**src/rtl/sprite_pkg.sv**
```systemverilog
// Shared types and constants for the sprite compositor: direction encoding,
// 12-bit colour type, per-channel keyboard map and the reversal helper.
package sprite_pkg;

    typedef enum logic [1:0] {
        DIR_UP    = 2'b00,
        DIR_LEFT  = 2'b01,
        DIR_DOWN  = 2'b10,
        DIR_RIGHT = 2'b11
    } dir_t;

    typedef logic [11:0] rgb12_t;

    localparam int MAX_CH = 4;

    // Indexed [channel][direction]; direction order matches dir_t encoding.
    localparam logic [7:0] KEYMAP [MAX_CH][4] = '{
        '{8'h1A, 8'h04, 8'h16, 8'h07},   // W A S D
        '{8'h52, 8'h50, 8'h51, 8'h4F},   // arrows up/left/down/right
        '{8'h0C, 8'h0D, 8'h0E, 8'h0F},   // I J K L
        '{8'h60, 8'h5C, 8'h5A, 8'h5E}    // keypad 8 4 2 6
    };

    // Opposite direction differs only in the upper bit.
    function automatic dir_t opposite(input dir_t d);
        return dir_t'(d ^ 2'b10);
    endfunction

endpackage

```
**src/rtl/sprite_dir_fsm.sv**
```systemverilog
// Per-channel direction state machine: detects keycode edges, matches them
// against this channel's key map and updates the direction, optionally
// refusing a direct 180-degree turn.
module sprite_dir_fsm
    import sprite_pkg::*;
#(
    parameter int CH         = 0,
    parameter bit NO_REVERSE = 1'b1
) (
    input  logic       clk,
    input  logic       srst,
    input  logic [7:0] i_keycode,
    output dir_t       o_dir
);

    logic [7:0] r_prev_key;
    dir_t       r_dir;
    dir_t       w_dir_next;
    dir_t       w_cand;
    logic       w_match;

    // State register plus one-cycle keycode history for edge detection.
    always_ff @(posedge clk) begin
        if (srst) begin
            r_prev_key <= 8'h00;
            r_dir      <= DIR_UP;
        end else begin
            r_prev_key <= i_keycode;
            r_dir      <= w_dir_next;
        end
    end

    // Next direction: only a fresh key that maps to a different, permitted direction.
    always_comb begin
        w_match    = 1'b0;
        w_cand     = r_dir;
        w_dir_next = r_dir;
        for (int d = 0; d < 4; d++) begin
            if (i_keycode == KEYMAP[CH][d]) begin
                w_match = 1'b1;
                w_cand  = dir_t'(d[1:0]);
            end
        end
        if (w_match && (i_keycode != r_prev_key) && (w_cand != r_dir) &&
            !(NO_REVERSE && (w_cand == opposite(r_dir)))) begin
            w_dir_next = w_cand;
        end
    end

    assign o_dir = r_dir;

endmodule

```
**src/rtl/sprite_compositor.sv**
```systemverilog
// Multi-sprite pixel compositor: per-channel hit test and ROM addressing in
// stage 1, a ROM-latency alignment shift register, then priority merge over
// the background with transparency and a per-frame overlap flag in stage 2.
module sprite_compositor
    import sprite_pkg::*;
#(
    parameter int          N_CH       = 2,
    parameter int          DIM        = 24,
    parameter int          ROM_LAT    = 1,
    parameter logic [11:0] TRANSP_KEY = 12'hF0F,
    parameter bit          NO_REVERSE = 1'b1,
    localparam int         ADDR_W     = 2 + $clog2(DIM * DIM)
) (
    input  logic                     Clk,
    input  logic                     Reset,
    input  logic [7:0]               keycode,
    input  logic [9:0]               DrawX,
    input  logic [9:0]               DrawY,
    input  logic                     blank,
    input  logic [N_CH*10-1:0]       pos_x,
    input  logic [N_CH*10-1:0]       pos_y,
    output logic [N_CH*ADDR_W-1:0]   rom_addr,
    input  logic [N_CH*12-1:0]       rom_rgb,
    input  logic [11:0]              bg_rgb,
    output logic [3:0]               red,
    output logic [3:0]               green,
    output logic [3:0]               blue,
    output logic [N_CH*2-1:0]        dir,
    output logic                     collide
);

    localparam int CW   = $clog2(DIM);
    localparam int PW   = $clog2(DIM * DIM);
    localparam int HALF = DIM / 2;

    logic                w_frame_start;
    logic [N_CH-1:0]     w_hit;
    logic [N_CH-1:0]     w_opaque;

    // Stage-1 flags plus ROM_LAT alignment stages; index ROM_LAT meets rom_rgb.
    logic [N_CH-1:0]     r_hit_pipe [ROM_LAT+1];
    logic [ROM_LAT:0]    r_blank_pipe;
    logic [ROM_LAT:0]    r_fs_pipe;

    logic [N_CH-1:0]     w_hit_al;
    logic                w_blank_al;
    logic                w_fs_al;

    rgb12_t              w_sel_rgb;
    logic                w_seen;
    logic                w_multi;
    logic                w_coll;

    rgb12_t              r_rgb;
    logic                r_collide;
    logic                r_acc;

    assign w_frame_start = (DrawX == 10'd0) && (DrawY == 10'd0);

    generate
        for (genvar gi = 0; gi < N_CH; gi++) begin : g_ch
            dir_t              w_dir;
            dir_t              r_dir_frame;
            dir_t              w_dir_eff;
            logic [11:0]       w_off_x;
            logic [11:0]       w_off_y;
            logic [PW-1:0]     w_pix;
            logic [ADDR_W-1:0] r_rom_addr;

            sprite_dir_fsm #(
                .CH         (gi),
                .NO_REVERSE (NO_REVERSE)
            ) u_dir_fsm (
                .clk        (Clk),
                .srst       (Reset),
                .i_keycode  (keycode),
                .o_dir      (w_dir)
            );

            // Offsets are 12-bit two's complement so left/top clipping never wraps.
            assign w_off_x = {2'b00, DrawX} - {2'b00, pos_x[gi*10 +: 10]} + 12'(HALF);
            assign w_off_y = {2'b00, DrawY} - {2'b00, pos_y[gi*10 +: 10]} + 12'(HALF);
            assign w_hit[gi] = !w_off_x[11] && (w_off_x[10:0] < 11'(DIM)) &&
                               !w_off_y[11] && (w_off_y[10:0] < 11'(DIM));
            assign w_pix = PW'(32'(w_off_y[CW-1:0]) * DIM + 32'(w_off_x[CW-1:0]));

            // The frame-start pixel already belongs to the new frame, so it uses the freshly latched image.
            assign w_dir_eff = w_frame_start ? w_dir : r_dir_frame;

            // Frame image latch and ROM address register (held when the sprite is not hit).
            always_ff @(posedge Clk) begin
                if (Reset) begin
                    r_dir_frame <= DIR_UP;
                    r_rom_addr  <= '0;
                end else begin
                    if (w_frame_start) begin
                        r_dir_frame <= w_dir;
                    end
                    if (w_hit[gi]) begin
                        r_rom_addr <= {w_dir_eff, w_pix};
                    end
                end
            end

            assign rom_addr[gi*ADDR_W +: ADDR_W] = r_rom_addr;
            assign dir[gi*2 +: 2]                = w_dir;
            assign w_opaque[gi] = w_hit_al[gi] && (rom_rgb[gi*12 +: 12] != TRANSP_KEY);
        end
    endgenerate

    // Stage-1 flag registers and the shift register that waits out the ROM latency.
    always_ff @(posedge Clk) begin
        if (Reset) begin
            for (int k = 0; k <= ROM_LAT; k++) begin
                r_hit_pipe[k] <= '0;
            end
            r_blank_pipe <= '0;
            r_fs_pipe    <= '0;
        end else begin
            r_hit_pipe[0]   <= w_hit;
            r_blank_pipe[0] <= blank;
            r_fs_pipe[0]    <= w_frame_start;
            for (int k = 1; k <= ROM_LAT; k++) begin
                r_hit_pipe[k]   <= r_hit_pipe[k-1];
                r_blank_pipe[k] <= r_blank_pipe[k-1];
                r_fs_pipe[k]    <= r_fs_pipe[k-1];
            end
        end
    end

    assign w_hit_al   = r_hit_pipe[ROM_LAT];
    assign w_blank_al = r_blank_pipe[ROM_LAT];
    assign w_fs_al    = r_fs_pipe[ROM_LAT];

    // Priority pick (lowest opaque channel wins) and two-or-more-opaque detection.
    always_comb begin
        w_sel_rgb = bg_rgb;
        w_seen    = 1'b0;
        w_multi   = 1'b0;
        for (int i = N_CH - 1; i >= 0; i--) begin
            if (w_opaque[i]) begin
                w_sel_rgb = rom_rgb[i*12 +: 12];
            end
        end
        for (int i = 0; i < N_CH; i++) begin
            if (w_opaque[i]) begin
                if (w_seen) begin
                    w_multi = 1'b1;
                end
                w_seen = 1'b1;
            end
        end
        w_coll = w_multi && w_blank_al;
    end

    // Output colour register and per-frame collision accumulator.
    always_ff @(posedge Clk) begin
        if (Reset) begin
            r_rgb     <= '0;
            r_collide <= 1'b0;
            r_acc     <= 1'b0;
        end else begin
            r_rgb <= w_blank_al ? w_sel_rgb : 12'h000;
            if (w_fs_al) begin
                r_collide <= r_acc;
                r_acc     <= w_coll;
            end else if (w_coll) begin
                r_acc <= 1'b1;
            end
        end
    end

    assign red     = r_rgb[11:8];
    assign green   = r_rgb[7:4];
    assign blue    = r_rgb[3:0];
    assign collide = r_collide;

endmodule

```
**config.mk**
```make
export PLATFORM = sky130hd
export DESIGN_NAME = sprite_compositor
export DESIGN_NICKNAME = d
export VERILOG_FILES = /design/src/rtl/sprite_pkg.sv /design/src/rtl/sprite_dir_fsm.sv /design/src/rtl/sprite_compositor.sv
export SDC_FILE = /design/constraint.sdc
export NUM_CORES = 1
export LEC_CHECK = 0
export ABC_AREA = 1
export CAP_MARGIN = 20
export CORE_MARGIN = 5
export CORE_UTILIZATION = 55
export DETAILED_ROUTE_END_ITERATION = 8
export PLACE_DENSITY = 0.85
export SKIP_LAST_GASP = 1
export SLEW_MARGIN = 20
export SYNTH_ARGS = -nofsm -noshare
export SYNTH_HDL_FRONTEND = slang
export SYNTH_SLANG_ARGS = --single-unit
export TNS_END_PERCENT = 20
```
**constraint.sdc**
```tcl
create_clock -name Clk -period 9.3 [get_ports Clk]
set_input_delay 1.86 -clock Clk [delete_from_list [all_inputs] [get_ports Clk]]
set_output_delay 1.86 -clock Clk [all_outputs]
set_load 0.03 [all_outputs]
```
Figure 1. Placement view.
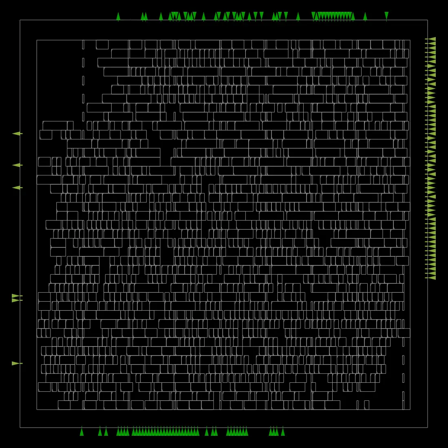
# Taps: 172
sequential fraction of total cell area: 13.9%
filler cell count: 1109
final cell count without fillers: 1506

Figure 2. Sequential cells grouped by signal name.
(2 px per µm) Other sequential cells in the stronger gray, the rest of the logic in the fainter gray.
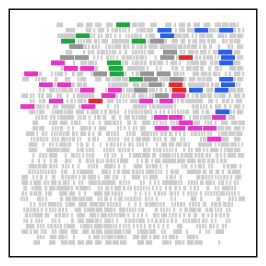
legend:
  red:
    name_in_the_netlist: `r_hit_pipe`
    flops: 4
  blue:
    name_in_the_netlist: `r_rgb`
    flops: 12
    where: north-east
  magenta:
    name_in_the_netlist: `g_ch.r_rom_addr`
    flops: 24
  green:
    name_in_the_netlist: `g_ch.u_dir_fsm.r_prev_key`
    flops: 8
    where: north
not colored: 14
sequential cell area: 1240 µm²
utilization after layout: 71.1%
flip-flop and latch power: 0.000270 W

==> out/writeup.txt <==
The flow ran to the end, and the final reports show no timing, DRC or antenna violations. With the total die size at 15100 µm², the area fraction of the dominant cell type after synthesis is 17.7%. The power report puts the net switching power at 0.000448 W. The critical path's top delay family is simple AND/OR/NAND/NOR gates. The library cell contributing the largest single delay on the critical path is sky130_fd_sc_hd__xnor2_1. For this design, the sink count on the clock tree is 62. Setup repair after global routing left no endpoint under its margin. The worst slew slack as a fraction of its limit was 36.7%; the number of synthesis warnings was 0.

Per the cell usage report, the commonest logic cells after layout are 313 x sky130_fd_sc_hd__nand2_1, 233 x sky130_fd_sc_hd__inv_1, 147 x sky130_fd_sc_hd__clkdlybuf4s50_1. The main area contributors are sky130_fd_sc_hd__dfxtp_1 18%, sky130_fd_sc_hd__nand2_1 17%, sky130_fd_sc_hd__inv_1 12%. At the pin with the least slew margin, the transition time is 0.947 ns.

The tools report the initial antenna violation count as 0. Per STA, the worst path is made up of clkdlybuf4s50_1 > inv_1 > ha_1 > inv_1 > fa_1 > xnor2_1 > ha_1 > o21ai_0 > nand2_1 > inv_1 > ha_1 > inv_1 > nand2_1 > nor2_1 > nand2_1 > nor2_4 > nand2_4 > nor2_8 > nand3_1 > nand2_1 > nor2_1. Synthesized flop and latch total: 62. In the synthesized netlist, the cells that appear most often are 313 x sky130_fd_sc_hd__nand2_1, 233 x sky130_fd_sc_hd__inv_1, 134 x sky130_fd_sc_hd__nor2_1. The most frequently used cell type in the post-synthesis netlist was sky130_fd_sc_hd__nand2_1. The tools report the total routed wirelength as 18400 µm. The mean instance size in the synthesized netlist is 5.94 µm², and the average wire length per cell after detail routing is 12.2 µm. The launch point of the worst register-to-register path is recorded as g_ch[1].u_dir_fsm.r_prev_key[2]$_SDFF_PP0_.

The tools report the power share of the combinational group as 48.1%. The tools report the number of global-route vias before repair as 6901. The peak supply drop is 0.105 mV. Following the worst setup path forward leads to its endpoint at g_ch[0].r_rom_addr[11]$_SDFFE_PP0P_.

Per the run summary, max-cap violations total 0. Instance area at placement: 8640 µm². After layout, the worst path uses 54.6% of the clock period. Clock buffers in the final layout number 12. g_ch.r_rom_addr holds more flip-flops than any other register. The tools report the leakage power as 4.81 nW. STA classifies the critical path endpoint as a flip-flop. The number of cells on the worst reg-to-reg path is 8.

Clock skew: 0.00659 ns. The synthesized netlist devotes 42.7% of its cell area to simple gates. The OpenROAD report gives the critical path a required time of 9.52 ns. The first global-routing pass estimated 30400 µm of wire. For this run, the register share of the synthesized area comes to 17.7%. At the worst endpoint, the arrival time is 5.30 ns.

Entering global routing, the biggest net connects 29 pins. Synthesis instantiated 44 different standard cells from the library. The pre-antenna-repair detailed-routing pass consisted of 5 iterations. The delay of the slowest cell on the worst path works out to 0.43 ns. The depth of the worst hold-timing path came out at 2. With the H-tree depth reported by CTS at 3, the estimated wirelength of the detail-placed design is 15400 µm. The clock period minus final worst setup slack is 5.08 ns.

The number of flip-flops under the largest register name is 24. The final setup violation count was 0.
Figure 3. Port wiring.
(4 px per µm)
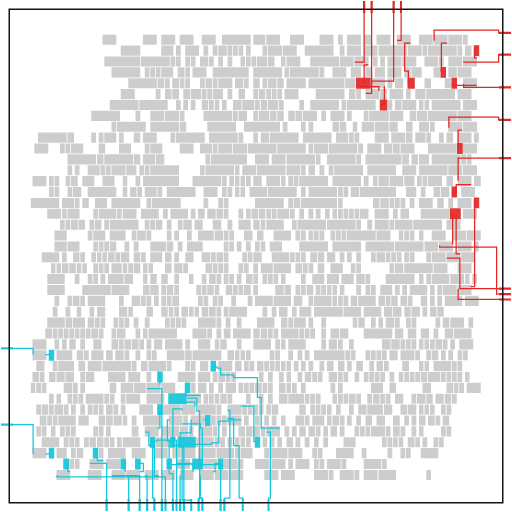
legend:
  red:
    port: `bg_rgb`
    bits: 12
    direction: input
    edge: 8 east, 4 north
    end_cells: 12
    buffers: 12
    wire: 307 µm
  cyan:
    port: `pos_y`
    bits: 20
    direction: input
    edge: 18 south, 2 west
    end_cells: 20
    buffers: 20
    wire: 509 µm
count of buffers from port buffering: 147
Ports: 148

[routing by layer]
layer | share of wire (%) | up-vias | track usage [%]
met4 | 2.4 | 0 | 5.95
met1 | 45 | 3227 | 30.1
li1 | - | 3974 | -
met3 | 5.5 | 33 | 4.67
met2 | 47 | 161 | 43.3
met5 | 0 | - | 0
[power groups by stage]
stage	sequential, W	combinational [W]	clock (W)
5_1_grt	0.000270	0.000623	0.000337
4_1_cts	0.000270	0.000546	0.000324
3_5_place_dp	0.000276	0.000542	0
6_report	0.000270	0.000546	0.000320
2_1_floorplan	0.000277	0.000404	0
3_3_place_gp	0.000276	0.000531	0
No activity file was given, so power comes from the tool's default toggle rates.
